==> config.mk <==
export PLATFORM = sky130hd
export DESIGN_NAME = hazard_ctrl
export DESIGN_NICKNAME = d
export VERILOG_FILES = /design/src/rtl/hazard_ctrl.sv
export SDC_FILE = /design/constraint.sdc
export NUM_CORES = 1
export LEC_CHECK = 0
export ABC_AREA = 1
export CAP_MARGIN = 10
export CORE_ASPECT_RATIO = 0.75
export CORE_MARGIN = 5
export CORE_UTILIZATION = 40
export CTS_CLUSTER_SIZE = 30
export DETAILED_ROUTE_END_ITERATION = 16
export PLACE_DENSITY = 0.7
export SLEW_MARGIN = 25
export SYNTH_ARGS = -nofsm -noshare
export SYNTH_HDL_FRONTEND = slang
export SYNTH_SLANG_ARGS = --single-unit
==> constraint.sdc <==
create_clock -name clk -period 1.6 [get_ports clk]
set_input_delay 0.32 -clock clk [delete_from_list [all_inputs] [get_ports clk]]
set_output_delay 0.32 -clock clk [all_outputs]
set_load 0.05 [all_outputs]
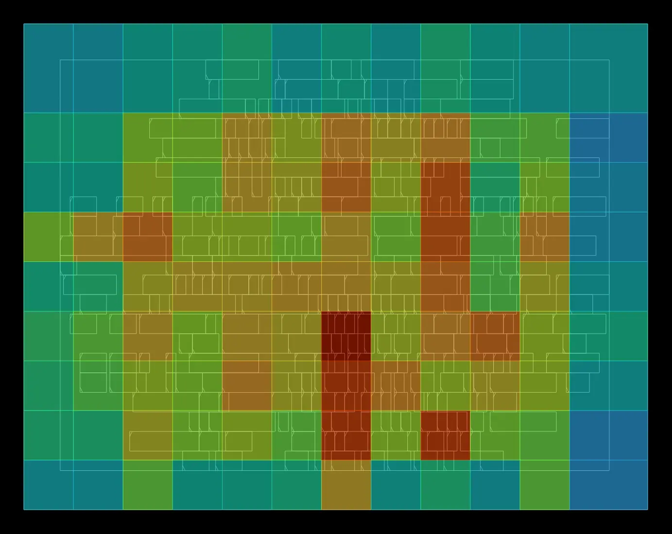
**Above:** run 1 (track usage over the die).
GRT Overall Usage: 15.9%
fin util: 63.1%
gr busiest metal: met2

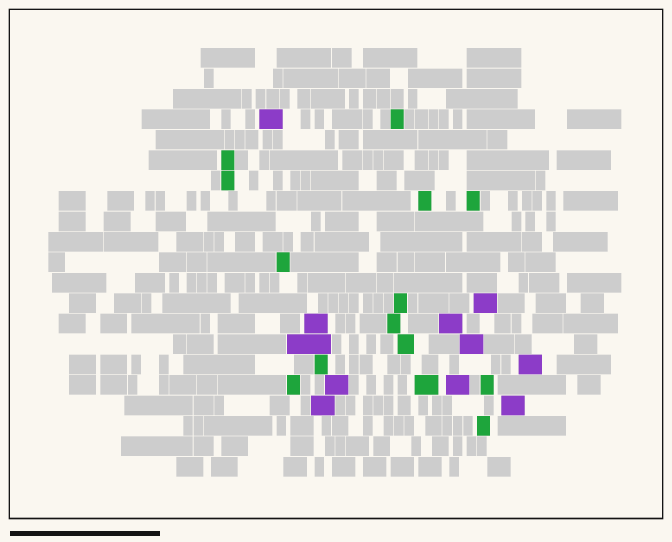
**Above:** run 1 (gate families picked out).
The bar under the picture is 20 um long.
legend:
  purple:
    family: XOR/XNOR gates
    cells: 11
  green:
    family: inverting AOI/OAI gates
    cells: 14
final cell count without fillers: 359
Comb/total area: 37.1%
most used logic cell in the final layout: nand2_1

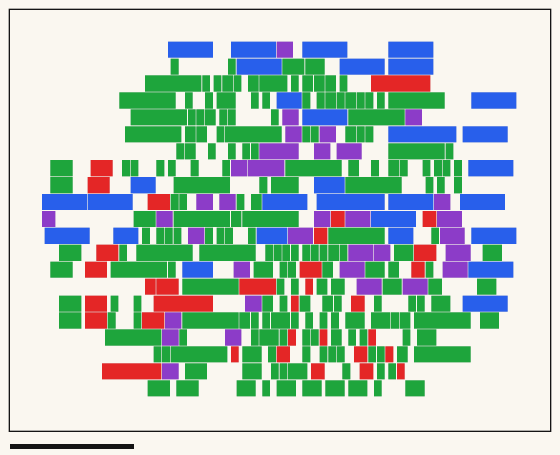
**Above:** run 1 (cells by drive strength).
The bar under the picture is 20 um long.
legend:
  purple:
    size: drive 3 to 4
    cells: 34
    share: 11%
  blue:
    size: drive 6 and up
    cells: 30
    share: 9.9%
  green:
    size: drive 1 or less
    cells: 205
    share: 68%
  red:
    size: drive 2
    cells: 33
    share: 11%
Layout area overhead: 55.7%
design area: 2750 sq um

==> flow_summary.toml, run 1 <==
# generated from flow reports
[run_status]
status = "complete, but fails checks"
violations = "negative setup slack"

[final_timing]
maxSlewViolCount = 0
timing.final.ws_setup_ns = -0.351
setup_violations = 9
clock_skew_ns = 0.00695
max_freq_mhz = 513
hold_viol = 0
finalClockPeriodUsage_pct = 122
max_slew_margin_pct = 76.4

[synthesis]
synthSimpleGateAreaFrac_pct = 40.6
synth.area.mux_share_pct = 0
synth_flops = 26
area_leaders = "dfrtp_1 (37%), nand2_1 (19%), inv_1 (5.9%)"
synth_cells = 238

[critical_path]
path_buffers = 1
path_depth = 7
path_cells = "xor2_1, nor3_2, nand3_1, nor3_2, nand2_2, nor2_4, buf_12"
max_stage_delay_ns = 0.39
path_delay_family = "simple AND/OR/NAND/NOR gates"
crit_fanout = 2
crit_path_frequent_cell = "nor3_2"
crit_type = "register to primary output"

[clock_tree]
clock_sinks = 26
tritoncts = "built"
clock-root-buffer = "clkbuf_8"

[pwr]
power.share.clock_pct = 13.3
power_leakage_nw = 1.33

[place]
hpwlAfterDp_um = 3340

[cells_and_area]
nNetsFinal = 330

[grt]
grt_antenna_before_repair = 0

[route]
vias = 1667
drc = 0
==> run 1: final cells by class <==
type	count	share of cell area (%)
inverter	33	5.68
clock buffer	3	1.50
clock inverter	1	1.09
sequential	26	23.8
tap	57	2.59
multi-input combinational	173	37.1
timing repair buffer	66	28.2
==> run 1: layer usage <==
metal | part of all wire, % | track usage, % | up-vias
met3 | 5.0 | 2.68 | 2
li1 | - | - | 861
met4 | 0.74 | 3.50 | 0
met5 | 0 | 0 | -
met1 | 48 | 21.5 | 753
met2 | 46 | 26.9 | 51
==> run 1: Yosys cell counts <==
| cell | instances |
|---|---|
| nand2_1 | 88 |
| inv_1 | 28 |
| dfrtp_1 | 26 |
| nor2_1 | 18 |
| nand3_1 | 13 |
| o21ai_0 | 10 |
| xnor2_1 | 10 |
| nand3_2 | 9 |
| nand2_4 | 5 |
| nor3_1 | 4 |
| a21oi_1 | 2 |
| buf_4 | 2 |
| clkbuf_1 | 2 |
| clkinv_1 | 2 |
| ha_1 | 2 |
| inv_2 | 2 |
| nand2_2 | 2 |
| nor2_2 | 2 |
| nor2_4 | 2 |
| buf_12 | 1 |
| buf_6 | 1 |
| bufinv_16 | 1 |
| nand3_4 | 1 |
| nor3_4 | 1 |
| o2111ai_1 | 1 |
| o22ai_1 | 1 |
| or2_1 | 1 |
| xor2_1 | 1 |
==> run 1: logic make-up (layout without fill, tap and decap cells) <==
family,Yosys count,count (layout)
AOI/OAI and AO/OA,14,14
xor gates and xnor gates,11,11
adders and majority gates,2,2
buffers and inverters,39,103
DFF,26,26
and+or+nand+nor,146,146
==> run 1: worst register-to-register path: stages (launching register included) <==
cell and delay, ns:
dfrtp_1 0.44, inv_2 0.09, nand2_1 0.05, nand2_1 0.05, nand2_1 0.06, nor2_2 0.12
nand2_2 0.11, nand2_4 0.13, nand2_8 0.08, nand2_8 0.09, buf_2 0.14, nand2_1 0.06
nand2_1 0.06
==> run 1: placed cells by master (no fill, tap or decap), drive strengths merged, types with 5 or more instances in the layout <==
cell type,count
dlygate4sd2,13
dfrtp,26
buf,42
xnor2,10
o21ai,10
nand2,95
inv,30
nand3,23
nor2,22
clkdlybuf4s50,11
nor3,5
==> run 1: power by group through the flow <==
| stage | combinational [W] | clock (W) | sequential (W) |
|---|---|---|---|
| after floorplan | 0.00139 | 0 | 0.00126 |
| after global placement | 0.00210 | 0 | 0.00127 |
| after detailed placement | 0.00214 | 0 | 0.00128 |
| after CTS | 0.00220 | 0.000555 | 0.00127 |
| after global routing | 0.00261 | 0.000581 | 0.00132 |
| final | 0.00233 | 0.000551 | 0.00128 |
==> run 1: per-stage QoR <==
step / worst slack [ns] / TNS, ns / power [W]
2_1_floorplan: -0.130 / -0.130 / 0.00265
3_3_place_gp: -0.551 / -9.48 / 0.00337
3_5_place_dp: -0.558 / -9.75 / 0.00343
4_1_cts: -0.412 / -2.76 / 0.00403
5_1_grt: -0.443 / -3.88 / 0.00452
6_report: -0.351 / -2.81 / 0.00416
==> run 1: repair_timing <==
item,CTS,global route
setup buffers,3,6
endpoints found under the setup margin,24,24
gates resized,27,15
pin swaps,18,12
hold buffers,0,0
gates cloned,0,1
**Run 1: cell classes on the final placement**

The bar under the picture is 20 um long.
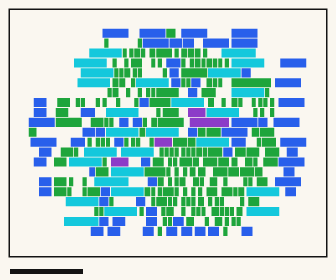

==> run 2: changes to the inputs <==
- clock period: 1.6 -> 1.8 ns (I/O delays scaled with it)
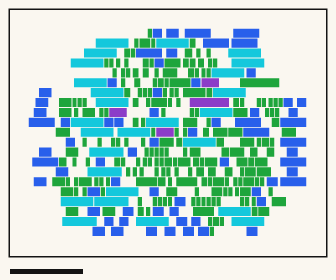
**Above:** run 2 (cell classes on the final placement).
The bar under the picture is 20 um long.
legend:
  purple:
    class: clock drivers and dummy loads
    cells: 4
    share_of_their_area: 2.8%
  blue:
    class: other buffers and delay cells
    cells: 66
    share_of_their_area: 27%
  green:
    class: all other logic
    cells: 206
    share_of_their_area: 45%
  cyan:
    class: flip-flops
    cells: 26
    share_of_their_area: 25%
Rows: 21
core area: 4360 sq um
fin util: 61.0%
Seq/total area: 24.6%
design area: 2660 sq um

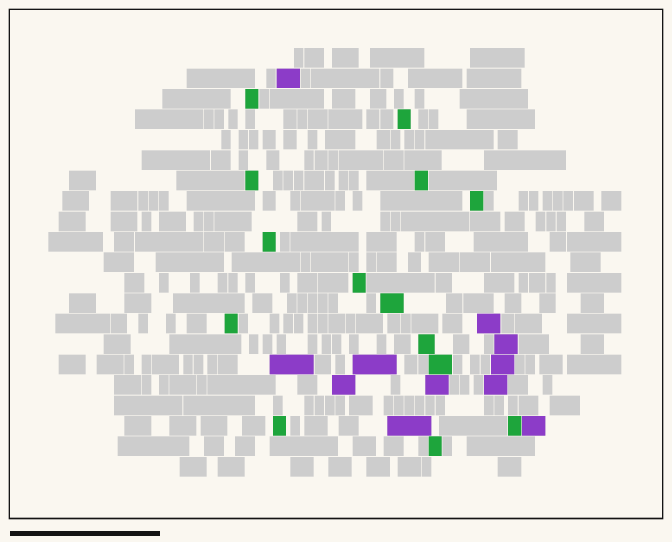
**Above:** run 2 (gate families picked out).
The bar under the picture is 20 um long.
Comb/total area: 37.8%

==> run 2 against run 1 <==
Sequential cell count stayed put. Wire length grew 5.0%. Total power down 11%. Synthesized cell count unchanged. Combinational power fell by 13%. Via count fell by 0.78%. Worst hold slack better by 0.032 ns. Critical path type unchanged. Final area fell by 3.4%. Non-clock buffer count is the same. First-iteration DRC count shrank 37%. Clock power is 11% lower. Cell count did not move. The run still ends with negative setup slack left.
==> flow_summary.toml, run 2 <==
# generated from flow reports
[synthesis]
ff_type = "dfrtp_1"
synth_top_cell_by_count = "nand2_1"
synth_cells = 238
async_reset_ff_share_pct = 100

[final_timing]
clock_skew_ns = 0.00284
max_freq_mhz = 510
setup_violations = 9
timing.final.ws_setup_ns = -0.162
finalClockPeriodUsage_pct = 109

[cells_and_area]
nNetsFinal = 330
final_layout_top_logic_cells = "nand2_1 (86), buf_4 (29), dfrtp_1 (22)"
layout_top_cell = "nand2_1"

[place]
hpwlAfterDp_um = 3420
place_ws_ns = -0.485

[grt]
grt-busiest-layer = "met2"
grt_antenna_before_repair = 0
grt_use_met1_pct = 23.7
use_met2_pct = 26.9

[clock_tree]
hold_buffers = 0
clock-root-buffer = "clkbuf_8"

[run_status]
violations = "negative setup slack"
status = "complete, but fails checks"

[critical_path]
crit_fanout = 4
run 2: cell counts after synthesis:
Identical to the previous run, type by type.
run 2: cells by family after synthesis:
group                    Yosys count  share of synthesized area [%]
AND/OR/NAND/NOR                  146                           40.6
adder cells (fa/ha/maj)            2                           1.42
XOR/XNOR                          11                           5.45
flip-flops                        26                           36.8
AND-OR/OR-AND                     14                           4.25
buffers and inverters             39                           11.5
run 2: cell type report:
cell class,instances,area [sq um]
clock buffers,3,41.3
clock inverters,1,30.0
fillers,413,1700
inverters,33,155
multi-input cells,173,1000
flip-flops and latches,26,656
well taps,57,71.3
repair buffers,66,702
run 2: critical path: stages, from the launching register on:
cell and delay (ns):
dfrtp_2 0.46, xnor2_1 0.17, nand2_1 0.09, nor2_2 0.13, nand2_4 0.08, nand2_4 0.09, nand2_4 0.08, nand2_4 0.09
buf_12 0.13
run 2: stage by stage:
stage	power (W)	cell area, sq um	cells	hold slack, ns
2_1_floorplan	0.00235	1780	238	0.0644
3_3_place_gp	0.00289	2420	342	0.478
3_5_place_dp	0.00296	2420	342	0.494
4_1_cts	0.00353	2560	351	0.451
5_1_grt	0.00396	2660	359	0.481
6_report	0.00368	2660	359	0.439
run 2: what timing repair did:
action	4_1_cts	5_1_grt
buffers inserted	5	8
gates cloned	0	0
endpoints found under the setup margin	9	19
pin swaps	16	11
gates resized	30	16
run 2: power breakdown:
group / leakage (nW) / total, W / internal [W] / switching [W]
clock network: 0.0357 / 0.000492 / 0.000298 / 0.000194
registers: 0.313 / 0.00116 / 0.000869 / 0.000289
logic: 0.987 / 0.00203 / 0.000919 / 0.00111
run 2: per-layer routing:
metal  routed length (um)  up-vias
met2                 2080       33
li1                     -      862
met3                  206        5
met4                   37        0
met5                    0        -
met1                 2240      754
No activity file was given, so power comes from the tool's default toggle rates.
